`config.mk`:
```
export PLATFORM = sky130hd
export DESIGN_NAME = if_stage_flat
export DESIGN_NICKNAME = d
export VERILOG_FILES = /design/src/rtl/if_stage_if.sv /design/src/rtl/if_stage.sv /design/src/flat_wrapper.sv
export SDC_FILE = /design/constraint.sdc
export NUM_CORES = 1
export LEC_CHECK = 0
export ABC_CLOCK_PERIOD_IN_PS = 2390
export CORE_MARGIN = 2
export CORE_UTILIZATION = 44
export DETAILED_ROUTE_END_ITERATION = 7
export MAX_ROUTING_LAYER = met4
export PLACE_DENSITY = 0.78
export SYNTH_ARGS = -nofsm -noshare
export SYNTH_HDL_FRONTEND = slang
export SYNTH_SLANG_ARGS = --single-unit
```
`constraint.sdc`:
```
create_clock -name clk -period 2.39 [get_ports clk]
set_clock_uncertainty 0.05 [all_clocks]
set_input_delay 0.239 -clock clk [delete_from_list [all_inputs] [get_ports clk]]
set_output_delay 0.239 -clock clk [all_outputs]
set_load 0.03 [all_outputs]
```
`src/rtl/if_stage_if.sv`:
```
// Fetch-stage bundle: hazard/redirect controls, instruction-memory port,
// and the IF/ID register view presented to decode.
interface if_stage_if #(
    parameter int unsigned ADDR_W = 10
);
    logic              stall;
    logic              redirect_valid;
    logic [31:0]       redirect_target;
    logic [ADDR_W-1:0] imem_addr;
    logic [31:0]       imem_rdata;
    logic [31:0]       if_id_instr;
    logic [31:0]       if_id_pc4;
    logic              if_id_valid;
    logic [5:0]        opcode_id;
    logic [5:0]        func_id;
    logic              halted;
    logic [31:0]       fetch_count;

    modport master (
        input  stall, redirect_valid, redirect_target, imem_rdata,
        output imem_addr, if_id_instr, if_id_pc4, if_id_valid,
               opcode_id, func_id, halted, fetch_count
    );

    modport slave (
        output stall, redirect_valid, redirect_target, imem_rdata,
        input  imem_addr, if_id_instr, if_id_pc4, if_id_valid,
               opcode_id, func_id, halted, fetch_count
    );
endinterface

```
`src/rtl/if_stage.sv`:
```
// MIPS instruction-fetch stage with IF/ID register, stall/redirect handling
// and the STOP-opcode halt-and-drain sequence.
module if_stage #(
    parameter int unsigned ADDR_W       = 10,
    parameter logic [31:0] RESET_PC     = 32'h0000_0000,
    parameter int unsigned DRAIN_CYCLES = 4
) (
    input  logic        clk,
    input  logic        rst,
    if_stage_if.master  bus
);
    localparam int unsigned CNT_W   = (DRAIN_CYCLES > 1) ? $clog2(DRAIN_CYCLES + 1) : 1;
    localparam logic [5:0]  OP_STOP = 6'd63;

    typedef enum logic [1:0] {
        RUN    = 2'd0,
        DRAIN  = 2'd1,
        HALTED = 2'd2
    } state_t;

    generate
        if (DRAIN_CYCLES == 0) begin : g_bad_drain
            $error("if_stage: DRAIN_CYCLES must be at least 1");
        end
    endgenerate

    state_t      state;
    logic [31:0] pc;
    logic [31:0] pc_next4;
    logic [31:0] target;
    logic [31:0] instr;
    logic [31:0] pc4;
    logic        valid;
    logic        halted;
    logic [31:0] fetch_count;
    logic [CNT_W-1:0] drain_cnt;

    assign pc_next4 = 32'(pc + 32'd4);
    assign target   = bus.redirect_target & ~32'd3;

    always_ff @(posedge clk) begin
        if (rst) begin
            state       <= RUN;
            pc          <= RESET_PC;
            instr       <= 32'd0;
            pc4         <= 32'd0;
            valid       <= 1'b0;
            halted      <= 1'b0;
            fetch_count <= 32'd0;
            drain_cnt   <= '0;
        end else begin
            case (state)
                RUN: begin
                    if (bus.redirect_valid) begin
                        pc    <= target;
                        instr <= 32'd0;
                        pc4   <= 32'd0;
                        valid <= 1'b0;
                    end else if (!bus.stall) begin
                        instr <= bus.imem_rdata;
                        pc4   <= pc_next4;
                        valid <= 1'b1;
                        if (fetch_count != 32'hFFFF_FFFF) begin
                            fetch_count <= 32'(fetch_count + 32'd1);
                        end
                        // STOP is delivered to decode but the PC parks on it
                        if (bus.imem_rdata[31:26] == OP_STOP) begin
                            state     <= DRAIN;
                            drain_cnt <= CNT_W'(DRAIN_CYCLES);
                        end else begin
                            pc <= pc_next4;
                        end
                    end
                end
                DRAIN: begin
                    if (bus.redirect_valid) begin
                        // A later-stage redirect means the STOP was on a wrong path
                        state     <= RUN;
                        drain_cnt <= '0;
                        pc        <= target;
                        instr     <= 32'd0;
                        pc4       <= 32'd0;
                        valid     <= 1'b0;
                    end else if (!bus.stall) begin
                        instr     <= 32'd0;
                        pc4       <= 32'd0;
                        valid     <= 1'b0;
                        drain_cnt <= CNT_W'(drain_cnt - CNT_W'(1));
                        if (drain_cnt == CNT_W'(1)) begin
                            state  <= HALTED;
                            halted <= 1'b1;
                        end
                    end
                end
                HALTED: begin
                    halted <= 1'b1;
                end
                default: begin
                    state <= RUN;
                end
            endcase
        end
    end

    assign bus.imem_addr   = pc[ADDR_W+1:2];
    assign bus.if_id_instr = instr;
    assign bus.if_id_pc4   = pc4;
    assign bus.if_id_valid = valid;
    assign bus.opcode_id   = instr[31:26];
    assign bus.func_id     = instr[5:0];
    assign bus.halted      = halted;
    assign bus.fetch_count = fetch_count;
endmodule

```
`src/flat_wrapper.sv`:
```
// flat-port wrapper written by rule: the top's interface ports become plain ports
module if_stage_flat 
#(
    parameter int unsigned ADDR_W       = 10,
    parameter logic [31:0] RESET_PC     = 32'h0000_0000,
    parameter int unsigned DRAIN_CYCLES = 4
)
  (clk, rst, bus_stall, bus_redirect_valid, bus_redirect_target, bus_imem_rdata, bus_imem_addr, bus_if_id_instr, bus_if_id_pc4, bus_if_id_valid, bus_opcode_id, bus_func_id, bus_halted, bus_fetch_count);
  if_stage_if #(.ADDR_W(ADDR_W)) bus_i ();
  input  logic clk;
  input  logic rst;
  input wire logic [$bits(bus_i.stall)-1:0] bus_stall;
  input wire logic [$bits(bus_i.redirect_valid)-1:0] bus_redirect_valid;
  input wire logic [$bits(bus_i.redirect_target)-1:0] bus_redirect_target;
  input wire logic [$bits(bus_i.imem_rdata)-1:0] bus_imem_rdata;
  output wire logic [$bits(bus_i.imem_addr)-1:0] bus_imem_addr;
  output wire logic [$bits(bus_i.if_id_instr)-1:0] bus_if_id_instr;
  output wire logic [$bits(bus_i.if_id_pc4)-1:0] bus_if_id_pc4;
  output wire logic [$bits(bus_i.if_id_valid)-1:0] bus_if_id_valid;
  output wire logic [$bits(bus_i.opcode_id)-1:0] bus_opcode_id;
  output wire logic [$bits(bus_i.func_id)-1:0] bus_func_id;
  output wire logic [$bits(bus_i.halted)-1:0] bus_halted;
  output wire logic [$bits(bus_i.fetch_count)-1:0] bus_fetch_count;
  assign bus_i.stall = bus_stall;
  assign bus_i.redirect_valid = bus_redirect_valid;
  assign bus_i.redirect_target = bus_redirect_target;
  assign bus_i.imem_rdata = bus_imem_rdata;
  assign bus_imem_addr = bus_i.imem_addr;
  assign bus_if_id_instr = bus_i.if_id_instr;
  assign bus_if_id_pc4 = bus_i.if_id_pc4;
  assign bus_if_id_valid = bus_i.if_id_valid;
  assign bus_opcode_id = bus_i.opcode_id;
  assign bus_func_id = bus_i.func_id;
  assign bus_halted = bus_i.halted;
  assign bus_fetch_count = bus_i.fetch_count;
  if_stage #(.ADDR_W(ADDR_W), .RESET_PC(RESET_PC), .DRAIN_CYCLES(DRAIN_CYCLES)) u_core (.clk(clk), .rst(rst), .bus(bus_i));
endmodule
```
Figure 1. Routed metal per tile.
The die is cut into 25 by 25 equal tiles; dark purple is low, yellow is high, scaled to the fullest tile. Values are wire area over tile area, all layers added.
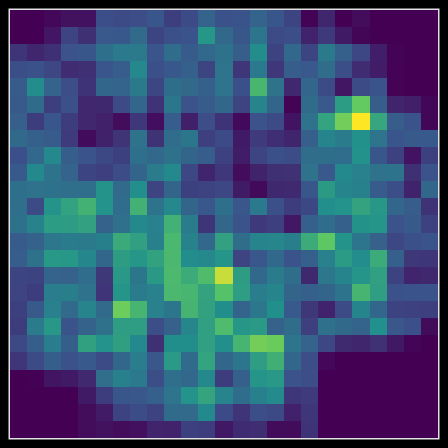
mean over tiles: 0.21
tiles over half the peak: 14%
emptiest ninth of the die: lower right
fullest tile: 0.73
Routed WL: 19990 um
Total Routing Usage GR: 0.2563
vias post-DR: 6988
average routed wire per standard cell: 16.52 um

Figure 2. Routed metal, one color a layer.
Two of the layers only.
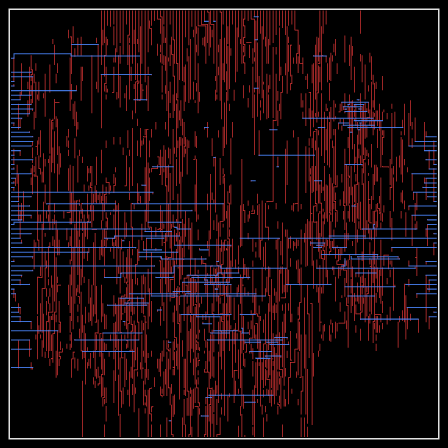
legend:
  met2:
    color: red
    wire_length: 9400 um
  met3:
    color: blue
    wire_length: 1570 um

Figure 3. Clock nets.
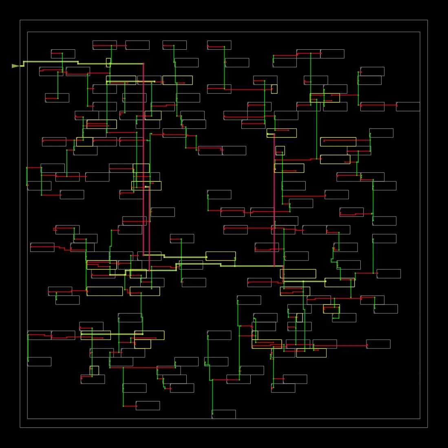
clock sinks: 132
Insertion Delay late pin: 410 ps
flip-flops: 132
CLK BUF: 24

Figure 4. Local utilization.
The bar under the picture is 50 um long. The die is cut into 13 by 13 equal tiles; dark purple is low, yellow is high, 0 to 100% covered.
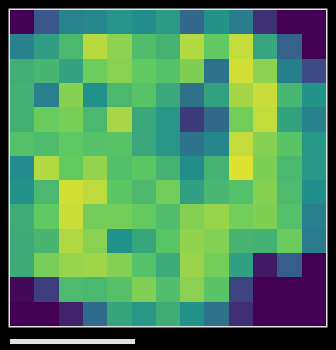
tiles over 75% full: 31%
emptiest ninth of the die: lower right
mean over tiles: 59%
fullest tile: 95%
nearly empty tiles: 7.7%

Figure 5. Register map, names as in the netlist.
The bar under the picture is 50 um long. Other sequential cells in the stronger gray, the rest of the logic in the fainter gray.
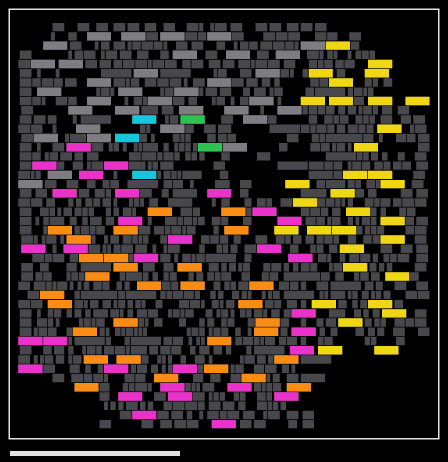
legend:
  u_core.drain_cnt:
    color: cyan
    sequential_cells: 3
  u_core.bus.if_id_pc4:
    color: magenta
    sequential_cells: 31
  u_core.state:
    color: green
    sequential_cells: 2
  u_core.bus.fetch_count:
    color: yellow
    sequential_cells: 32
  u_core.pc:
    color: orange
    sequential_cells: 30
not colored: 34

-- worst max path at each step --
stage                                                 startpoint                                       to  slack (ps)  depth (start not counted)
after CTS                           u_core.state[1]$_SDFFE_PP0P_  u_core.bus.fetch_count[31]$_SDFFE_PP0P_          -7                          5
final                               u_core.state[1]$_SDFFE_PP0P_  u_core.bus.fetch_count[21]$_SDFFE_PP0P_         160                          6
after detailed placement                      bus_redirect_valid  u_core.bus.fetch_count[31]$_SDFFE_PP0P_        -270                          6
after floorplan                     u_core.state[0]$_SDFFE_PP0P_  u_core.bus.fetch_count[31]$_SDFFE_PP0P_          30                          6
after global placement                        bus_redirect_valid  u_core.bus.fetch_count[31]$_SDFFE_PP0P_        -230                          6
after global routing      u_core.bus.fetch_count[0]$_SDFFE_PP0P_  u_core.bus.fetch_count[19]$_SDFFE_PP0P_          30                          7
-- per-stage QoR --
stage	cell area [um2]	utilization	hold WS (ps)
2_1_floorplan	6559	-	337.3
3_3_place_gp	8907	0.6129	384.2
3_5_place_dp	8907	0.6129	394.3
4_1_cts	9547	0.6569	336.2
5_1_grt	9554	0.6574	365.7
6_report	9554	0.6574	330.6
-- worst max-delay path: cells and delay by family, from the launching register on --
family | cells | cell delay (ps)
AND/OR/NAND/NOR | 4 | 1450
flip-flops | 1 | 310
AND-OR/OR-AND | 1 | 150
buffers and inverters | 1 | 200
-- report_power, final --
part	internal [mW]	switching (mW)	total, mW
Combinational	0.304	0.363	0.667
Clock	1.80	0.964	2.77
Sequential	2.27	0.0662	2.33
Total	4.37	1.39	5.77
-- area by class of cell --
cell class	count	area share
tap	184	0.02410
clock inverter	8	0.01257
multi-input combinational	582	0.3652
clock buffer	24	0.05356
timing repair buffer	265	0.2620
inverter	15	0.005893
sequential	132	0.2766
-- registers in the layout, summed over array words and instances (netlist names) --
name and flops:
u_core.bus.fetch_count 32, u_core.bus.if_id_instr 32, u_core.bus.if_id_pc4 31, u_core.pc 30, u_core.drain_cnt 3, u_core.state 2, u_core.bus.halted 1, u_core.bus.if_id_valid 1
-- Yosys cell counts (7+ instances only) --
library cell and count:
o211ai_1 10, nor3_1 16, and3_1 12, dfxtp_1 132, nand2_1 61, o21ai_0 40
a21oi_1 54, o31ai_1 12, and4_1 8, nor4_1 17, xor2_1 7, nor2_1 83
nand4_1 25, buf_4 23, a22oi_1 46, o31a_1 9, clkbuf_1 57, xnor2_1 12
or4_1 18, o311ai_0 9, or3_1 20, nor2b_1 7, nand3_1 48, inv_1 15
and2_1 15
-- layer usage --
layer | GRT usage | up-vias | routed length, um
met5 | - | - | 0
met4 | 0.1028 | 0 | 497
met3 | 0.06160 | 43 | 1569
met2 | 0.4013 | 295 | 9399
met1 | 0.3193 | 3260 | 8524
li1 | - | 3390 | -
-- kinds of logic (layout without fill, tap and decap cells) --
logic type      after synthesis  in the layout  synth area share
xor+xnor                     19             19           0.02537
buf+inv                     100            312           0.07058
compound gates              215            215            0.2200
flops                       132            132            0.4029
fa+ha+maj                     4              4          0.007631
mux                           2              2          0.003052
simple gates                342            342            0.2705
-- timing repair --
| action | CTS | global route |
|---|---|---|
| cloned | 0 | 0 |
| gates resized | 1 | 2 |
| setup endpoints to repair | 4 | 9 |
| pin swaps | 0 | 1 |
==> Changelog: implementation <==
### Metrics

* R2r endpoint: u_core.bus.fetch_count[21]$_SDFFE_PP0P_
* Unique masters post-synth at 52
* Htree depth at 4
* Power, Total at 5.767 mW
* Clock-pin slew on the worst setup and hold paths at ~60 ps
* Top cells by area: dfxtp_1 (40%), a22oi_1 (5.3%), nor2_1 (4.8%)
* Min-delay worst type: in -> reg
* Post-synth ARST share at 0
* Placed Instances at 1178
* Cell type with the largest total area: dfxtp_1
* I/O Buffers at 185
* Drt initial violations at 664
* Post-synth seq share at 0.4029
* Post-place setup slack at -266.9 ps
* CP required at 2680 ps
* Die Span X at 126.1 um
* Critical-path cell list: or4_4, nor4_4, buf_4, nand2_1, or4_1, a21oi_1
* Hold depth at 3
* Ys flops at between 100 and 150
* Gate Area at 0.003490 mm2
* YS chip area at 0.006559 mm2
* Pwr Density at just over 600 mW/mm2
* Measured slew at the worst slew-check pin at 662.5 ps
* Fin crit share at 0.9334
* Dominant Register Cell: dfxtp_1
* Top cells excl fill/tap: clkdlybuf4s50_1 (184), dfxtp_1 (132), nor2_1 (83)
* Worst R2R Setup Slack at 160 ps
* Final worst-path setup slack at around 160 ps
* Worst reg2reg path depth at 6
* Antenna Violating Nets Remaining at 0
* Ant diodes at 0
* Flip-flops with a built-in enable at 0
* Synthesis warning total at 0
* Fp_density at 0.4513
* Area of the mapped netlist at between 0.006 and 0.007 mm2
* Max stage delay cell, worst path: or4_4
* Routability cong. at 0.8720
* Worst path max stage delay at approximately 570 ps
* Die footprint at between 0.015 and 0.02 mm2
* Minimum clock period at around 2200 ps
* Max-Cap Viols at 0
* Status: finished, final reports clean
* Vias per cell at 5.775
* P&R area growth vs syn at 45.67%
* Commonest Layout Cell: clkdlybuf4s50_1
* Hold Crit Start: rst
* Final Hold Viols at 0
* Slew margin rel. at 0.5543
* FMAX at approximately 0.45 GHz
* Critical Path Fanout Max at 5
* I/O Pins at 188
* Largest net degree at the start of global routing at 119
* Final setup fails at 0
* CTS Hold Buffers Added at 0
* Mean cell area of the mapped netlist at 8.057 um2
* Reg2reg start: u_core.state[1]$_SDFFE_PP0P_
* Crit path launch type: register
* Fill cells at 1208
* Reg area at 0.002643 mm2
* Initial antenna violation count at 0
* Synth Net Count at 886
* Number of global-route vias before repair at around 6700
* Kind of end point of the critical path: register
* Yosys cell count at 814
* First-pass GRT wire length at 32670 um
* Fraction of layout cells with a size suffix above 1 at 0.1209
* Layout net count at 1085
* Area share of the largest cell type after synthesis at 0.4029
* CP Class: reg -> reg
* Total global routing overflow at 0
* CTS Buf Count at 17
* Max Slew Vio Count at 0
* Detailed Routing Iterations Pass 1 at 6
* # rows at around 44
* Tool warnings at 32
* Maximum clock path buffer count at 2
* CP arrival at 2520 ps
* # Post-CTS Setup Buffers at 0
* CTS tree: done
* Worst vdd rail ir drop at 0.4315 mV
* Final Non-Filler Cells at 1210
* Die H at 126.1 um
* Post-Syn Instances at 814
* P_leak at between 3 and 4 nW
Power and IR drop assume default switching activity.
